### config.mk
export PLATFORM = sky130hd
export DESIGN_NAME = fetch_unit
export DESIGN_NICKNAME = d
export VERILOG_FILES = /design/src/rtl/fetch_unit.sv
export SDC_FILE = /design/constraint.sdc
export NUM_CORES = 1
export LEC_CHECK = 0
export CAP_MARGIN = 30
export CORE_AREA = 2 2 184 186
export CTS_CLUSTER_SIZE = 24
export DETAILED_ROUTE_END_ITERATION = 16
export DIE_AREA = 0 0 186 188
export GPL_TIMING_DRIVEN = 1
export PLACE_DENSITY = 0.65
export SLEW_MARGIN = 10
export SYNTH_ARGS = -nofsm -noshare
export SYNTH_HDL_FRONTEND = slang
export SYNTH_SLANG_ARGS = --single-unit
### constraint.sdc
create_clock -name i_clk -period 2.8 [get_ports i_clk]
set_input_delay 0.7 -clock i_clk [delete_from_list [all_inputs] [get_ports i_clk]]
set_output_delay 0.7 -clock i_clk [all_outputs]
set_load 0.005 [all_outputs]
### src/rtl/fetch_unit.sv
// Instruction fetch: PC + imem req/ack handshake, 1-entry skid, pre-split decode fields.
// Latency ack->o_valid 1 cycle at 1 instr/cycle; i_stall freezes output, a full skid drops the request.
module fetch_unit #(
    parameter int                ADDR_W   = 32,
    parameter logic [ADDR_W-1:0] RESET_PC = ADDR_W'(32'h0040_0000)
) (
    input  logic              i_clk,
    input  logic              i_rst_n,
    input  logic              i_stall,
    input  logic              i_redirect,
    input  logic [ADDR_W-1:0] i_redirect_pc,
    output logic              o_imem_req,
    output logic [ADDR_W-1:0] o_imem_addr,
    input  logic              i_imem_ack,
    input  logic [31:0]       i_imem_rdata,
    output logic              o_valid,
    output logic [31:0]       o_instr,
    output logic [ADDR_W-1:0] o_pc,
    output logic [ADDR_W-1:0] o_pc_plus4,
    output logic [5:0]        o_opcode,
    output logic [4:0]        o_rs,
    output logic [4:0]        o_rt,
    output logic [4:0]        o_rd,
    output logic [5:0]        o_funct,
    output logic [15:0]       o_imm16
);

    localparam logic [ADDR_W-1:0] WORD_BYTES = ADDR_W'(4);

    typedef enum logic [1:0] {S_IDLE, S_REQ, S_HOLD} state_t;

    typedef struct packed {
        logic [ADDR_W-1:0] pc;
        logic [31:0]       instr;
    } entry_t;

    state_t            state_q, state_d;
    logic [ADDR_W-1:0] pc_q, pc_d;
    logic [ADDR_W-1:0] pend_pc_q, pend_pc_d;
    logic              squash_q, squash_d;
    entry_t            out_q, out_d;
    entry_t            skid_q, skid_d;
    logic              out_vld_q, out_vld_d;
    logic              skid_vld_q, skid_vld_d;

    logic              consume;
    logic              ack_fire;
    entry_t            fetched;
    logic [ADDR_W-1:0] redir_pc;
    logic              redir_lsb_unused;

    assign consume          = out_vld_q && !i_stall;
    assign ack_fire         = (state_q == S_REQ) && i_imem_ack;
    assign fetched          = {pc_q, i_imem_rdata};
    assign redir_pc         = {i_redirect_pc[ADDR_W-1:2], 2'b00};
    assign redir_lsb_unused = ^i_redirect_pc[1:0];

    always_comb begin
        state_d    = state_q;
        pc_d       = pc_q;
        pend_pc_d  = pend_pc_q;
        squash_d   = squash_q;
        out_d      = out_q;
        out_vld_d  = out_vld_q;
        skid_d     = skid_q;
        skid_vld_d = skid_vld_q;

        if (i_redirect) begin
            out_vld_d  = 1'b0;
            skid_vld_d = 1'b0;
            state_d    = S_REQ;
            // A request already on the bus must complete at its old address;
            // its data is dropped and the new target is fetched afterwards.
            if (state_q == S_REQ && !i_imem_ack) begin
                squash_d  = 1'b1;
                pend_pc_d = redir_pc;
            end else begin
                squash_d = 1'b0;
                pc_d     = redir_pc;
            end
        end else begin
            if (consume) begin
                out_d      = skid_q;
                out_vld_d  = skid_vld_q;
                skid_vld_d = 1'b0;
            end

            if (ack_fire) begin
                if (squash_q) begin
                    squash_d = 1'b0;
                    pc_d     = pend_pc_q;
                end else begin
                    pc_d = pc_q + WORD_BYTES;
                    if (!out_vld_q || (consume && !skid_vld_q)) begin
                        out_d     = fetched;
                        out_vld_d = 1'b1;
                    end else begin
                        skid_d     = fetched;
                        skid_vld_d = 1'b1;
                    end
                end
            end

            case (state_q)
                S_IDLE:  state_d = S_REQ;
                S_REQ:   state_d = skid_vld_d ? S_HOLD : S_REQ;
                S_HOLD:  state_d = skid_vld_d ? S_HOLD : S_REQ;
                default: state_d = S_IDLE;
            endcase
        end
    end

    always_ff @(posedge i_clk or negedge i_rst_n) begin
        if (!i_rst_n) begin
            state_q    <= S_IDLE;
            pc_q       <= {RESET_PC[ADDR_W-1:2], 2'b00};
            pend_pc_q  <= {RESET_PC[ADDR_W-1:2], 2'b00};
            squash_q   <= 1'b0;
            out_q      <= '0;
            out_vld_q  <= 1'b0;
            skid_q     <= '0;
            skid_vld_q <= 1'b0;
        end else begin
            state_q    <= state_d;
            pc_q       <= pc_d;
            pend_pc_q  <= pend_pc_d;
            squash_q   <= squash_d;
            out_q      <= out_d;
            out_vld_q  <= out_vld_d;
            skid_q     <= skid_d;
            skid_vld_q <= skid_vld_d;
        end
    end

    assign o_imem_req  = (state_q == S_REQ);
    assign o_imem_addr = pc_q;

    assign o_valid    = out_vld_q;
    assign o_instr    = out_q.instr;
    assign o_pc       = out_q.pc;
    assign o_pc_plus4 = out_q.pc + WORD_BYTES;
    assign o_opcode   = out_q.instr[31:26];
    assign o_rs       = out_q.instr[25:21];
    assign o_rt       = out_q.instr[20:16];
    assign o_rd       = out_q.instr[15:11];
    assign o_funct    = out_q.instr[5:0];
    assign o_imm16    = out_q.instr[15:0];

endmodule
==> run_results.csv <==
group,metric,value,unit
logic_synthesis,ys.flop_type,"dfrtp_1",
logic_synthesis,yosys_area,9781,um^2
pwr,swShare,35.54,%
logic_synthesis,ys_cells,899,
critical_path,worst_ep_arrival_time,2.19,ns
logic_synthesis,top_area_share,48.36,%
floorplan,die_height,188,um
pwr,leakage,6.003,nW
critical_path,critPathMaxFanout,4,
critical_path,r2r_slack,0.64,ns
cts,h-tree-depth,4,
timing,fin_crit,2.889,ns
pwr,p_seq_share,35.8,%
logic_synthesis,synthTopCellsByCount,"189 x dfrtp_1, 86 x nor2_1, 85 x mux2_2, 83 x a21oi_1, 70 x mux2i_1",
timing,setup_ws,-0.08915,ns
run,warnings,32,
pwr,combPwrFrac,46.8,%
critical_path,r2r_end,"o_instr[15]",
cts,worstSkewPairLatency,0.44,ns
pwr,power_leader,"combinational logic",
logic_synthesis,synth.distinct_cells,63,
logic_synthesis,yosysWarnings,0,
timing,drv_slew,0,
route,vias_per_cell,4.734,
floorplan,chipArea,34970,um^2
timing,worst_hold_slack,0.2664,ns
critical_path,cp_slowest_stage_delay,0.41,ns
floorplan,rows,67,
global_route,grt_pass1_vias,7321,
critical_path,path_buffers,2,
pwr,switching_power,5.068,mW
logic_synthesis,ys_sh_mux,17.53,%
timing,hold_viol,0,
run,drv_cap,0,
route,antenna_left,0,
global_route,gr-total-overflow,0,
logic_synthesis,compound_area_share,10.55,%
critical_path,reg2reg_from,"state_q[1]",
global_route,grt_antenna_before_repair,0,
final_layout,area.growth.synth_to_final,38.53,%
pwr,p_int,9.190,mW
logic_synthesis,ys_top_cells_by_area,"dfrtp_1 48%, mux2_2 9.8%, mux2i_1 7.2%, a21oi_1 4.2%, buf_4 3.8%",
final_layout,design_area,13550,um^2
timing,period_used_share,103.2,%
critical_path,start_kind,"flip-flop",
pwr,p_total,14.26,mW
worst_hold_path,holdCritPathClass,"in -> async",
critical_path,rr_worst_depth,9,
route,drt_iter0_drc,364,
floorplan,fp_util,29.54,%
run_status,status,"finished, violations left",
logic_synthesis,syn_inst,899,
pwr,seq-power,5.10,mW
final_layout,lay_top_cells,"213 x clkdlybuf4s50_1, 189 x dfrtp_1, 85 x mux2_2",
pwr,comb-power,6.68,mW
placed_design,routabilityCongestion,0.7922,
timing,fin_worst_skew,0.01625,ns
pwr,clk-power,2.48,mW
logic_synthesis,simple_gate_area_share,11.47,%
logic_synthesis,yosys.area.top_type,"dfrtp_1",
pwr,vdd_drop_max,0.4503,mV
cts,root_buffer,"clkbuf_16",
global_route,grt_use_total,15.64,%
floorplan,core,33110,um^2
placed_design,dp_hpwl,20040,um
final_layout,post-route-util,40.92,%
cts,cts_made_buffers,17,
placed_design,io_buffers,237,
placed_design,dp_slack,-0.09915,ns
critical_path,critPathCaptureType,"output port",
logic_synthesis,async_reset_ff_share,100.0,%
logic_synthesis,yosysMostFrequentCell,"dfrtp_1",
placed_design,placed_cells,1557,
pwr,clkPwrFrac,17.4,%
logic_synthesis,top_logic_kind,"multiplexers",
placed_design,dpl-instance-area,12810,um^2
route,drc,0,
timing,finalSetupViolCount,5,
pwr,pwr_density_cell,1052,nW/um^2
timing,slew_headroom,62.18,%
cts,clk_pin_slew,0.07,ns
timing,grt_setup_unrepaired,"true",
logic_synthesis,edf_count,0,
route,drt_pass1_iterations,5,
floorplan,die_x,186,um
final_layout,drive_gt1_share,22.27,%
route,wire_per_inst,16.99,um
final_layout,layout.nets,1215,
cts,cts_buffer_depth,2,
logic_synthesis,synth_area,9781,um^2
timing,clock.fmax,0.3461,GHz
logic_synthesis,avgSynthCellArea,10.88,um^2
final_layout,insertedDiodeCount,0,
timing,setup_tns,-0.2572,ns
cts,cts_sinks,191,
logic_synthesis,ys_sh_xor,3.851,%
global_route,grt_first_pass_wirelength,42150,um
logic_synthesis,yosysSeqAreaShare,48.89,%
critical_path,required,2.10,ns
critical_path,cp_top_family,"simple AND/OR/NAND/NOR gates",
run_status,violations,"setup timing",
timing,max_slew.worst_pin.slew,0.5672,ns
floorplan,io_pins,242,
logic_synthesis,fa_ha_area_share,0.6396,%
global_route,grt_max_degree,67,
critical_path,worstPathCellList,"and3_4, nand4_4, buf_4, or3_4, nor3_2, xnor2_1, buf_2",
cts,cts_tree,"done",
critical_path,crit_type,"reg -> out",
registers in the layout, indices dropped and copies added, names as in the netlist:
signal,cells
o_imem_addr,30
o_instr,32
o_pc,32
o_valid,1
pend_pc_q,30
skid_q,62
skid_vld_q,1
squash_q,1
state_q,2
cell families after synthesis:
kind of cell,after synthesis
simple gates,213
flops,191
compound gates,174
mux,160
buf+inv,112
xor+xnor,43
fa+ha+maj,5
other cells,1
repair_timing:
item / in CTS / in global routing
pin swaps: 12 / 10
setup endpoints to repair: 23 / 16
resized: 84 / 11
setup buffers: 12 / 2
hold buffers: 0 / 0
metal layers:
metal | global-route usage [%] | vias up | wire length, um
li1 | - | 3627 | -
met1 | 20.86 | 3710 | 12350
met2 | 25.75 | 232 | 12940
met3 | 3.787 | 15 | 1738
met4 | 3.240 | 0 | 188
met5 | 0 | - | 0
worst max-delay path by stage:
stage	start	endpoint	slack, ns	cells past startpoint
5_1_grt	o_pc[4]	o_pc_plus4[31]	-0.23	9
2_1_floorplan	o_pc[12]	o_pc_plus4[21]	0.53	5
3_5_place_dp	o_pc[23]	o_pc_plus4[26]	-0.1	7
6_report	o_pc[4]	o_pc_plus4[23]	-0.09	7
4_1_cts	o_pc[5]	o_pc_plus4[23]	-0.14	7
3_3_place_gp	o_pc[20]	o_pc_plus4[26]	-0.08	7
area by class of cell:
type                    count  area [um^2]
inverters                  12        45.04
clock inverters            15        166.4
well taps                 448        560.5
repair buffers            322         3134
fillers                  3204        19560
flip-flops and latches    191         4782
multi-input cells         597         4436
clock buffers              17        425.4
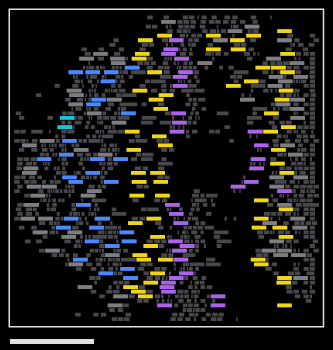
Fig. 1. Sequential cells grouped by signal name.
Bar = 50 um.
- cyan: `state_q` (placed flops 2)
- purple: `o_pc` (placed flops 32)
- blue: `o_imem_addr` (placed flops 30)
- yellow: `skid_q` (placed flops 62)

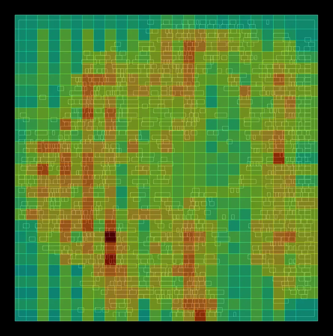
Fig. 2. Routing congestion map.
GR Util met3: 3.787%
GR peak layer: met2

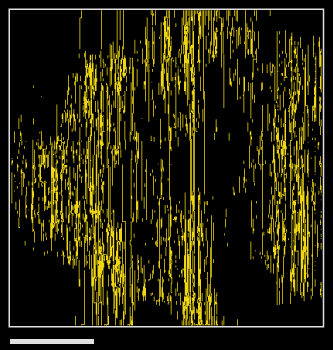
Fig. 3. The metal 2 layer.
Bar = 50 um.
- main direction: vertical
- share of all routed wire: 48%
met2 usage: 25.75%
Vias: 7584
drt total wl: 27220 um

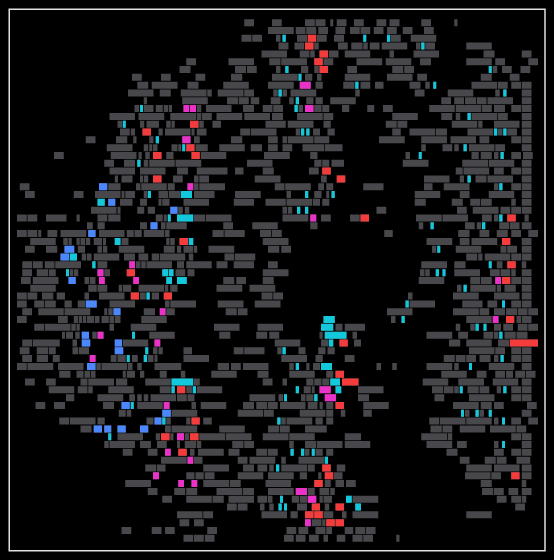
Fig. 4. Logic cells by family.
- blue: non-inverting ao/oa cells (cells 22)
- red: xor and xnor cells (cells 43; where all over the die)
- cyan: nor cells (cells 103; where all over the die)
- magenta: and/or cells (cells 29)
Layout Cells excl Fill: 1602
Commonest Layout Cell: clkdlybuf4s50_1
Comb/total area: 32.74%

No activity file was given, so power comes from the tool's default toggle rates.
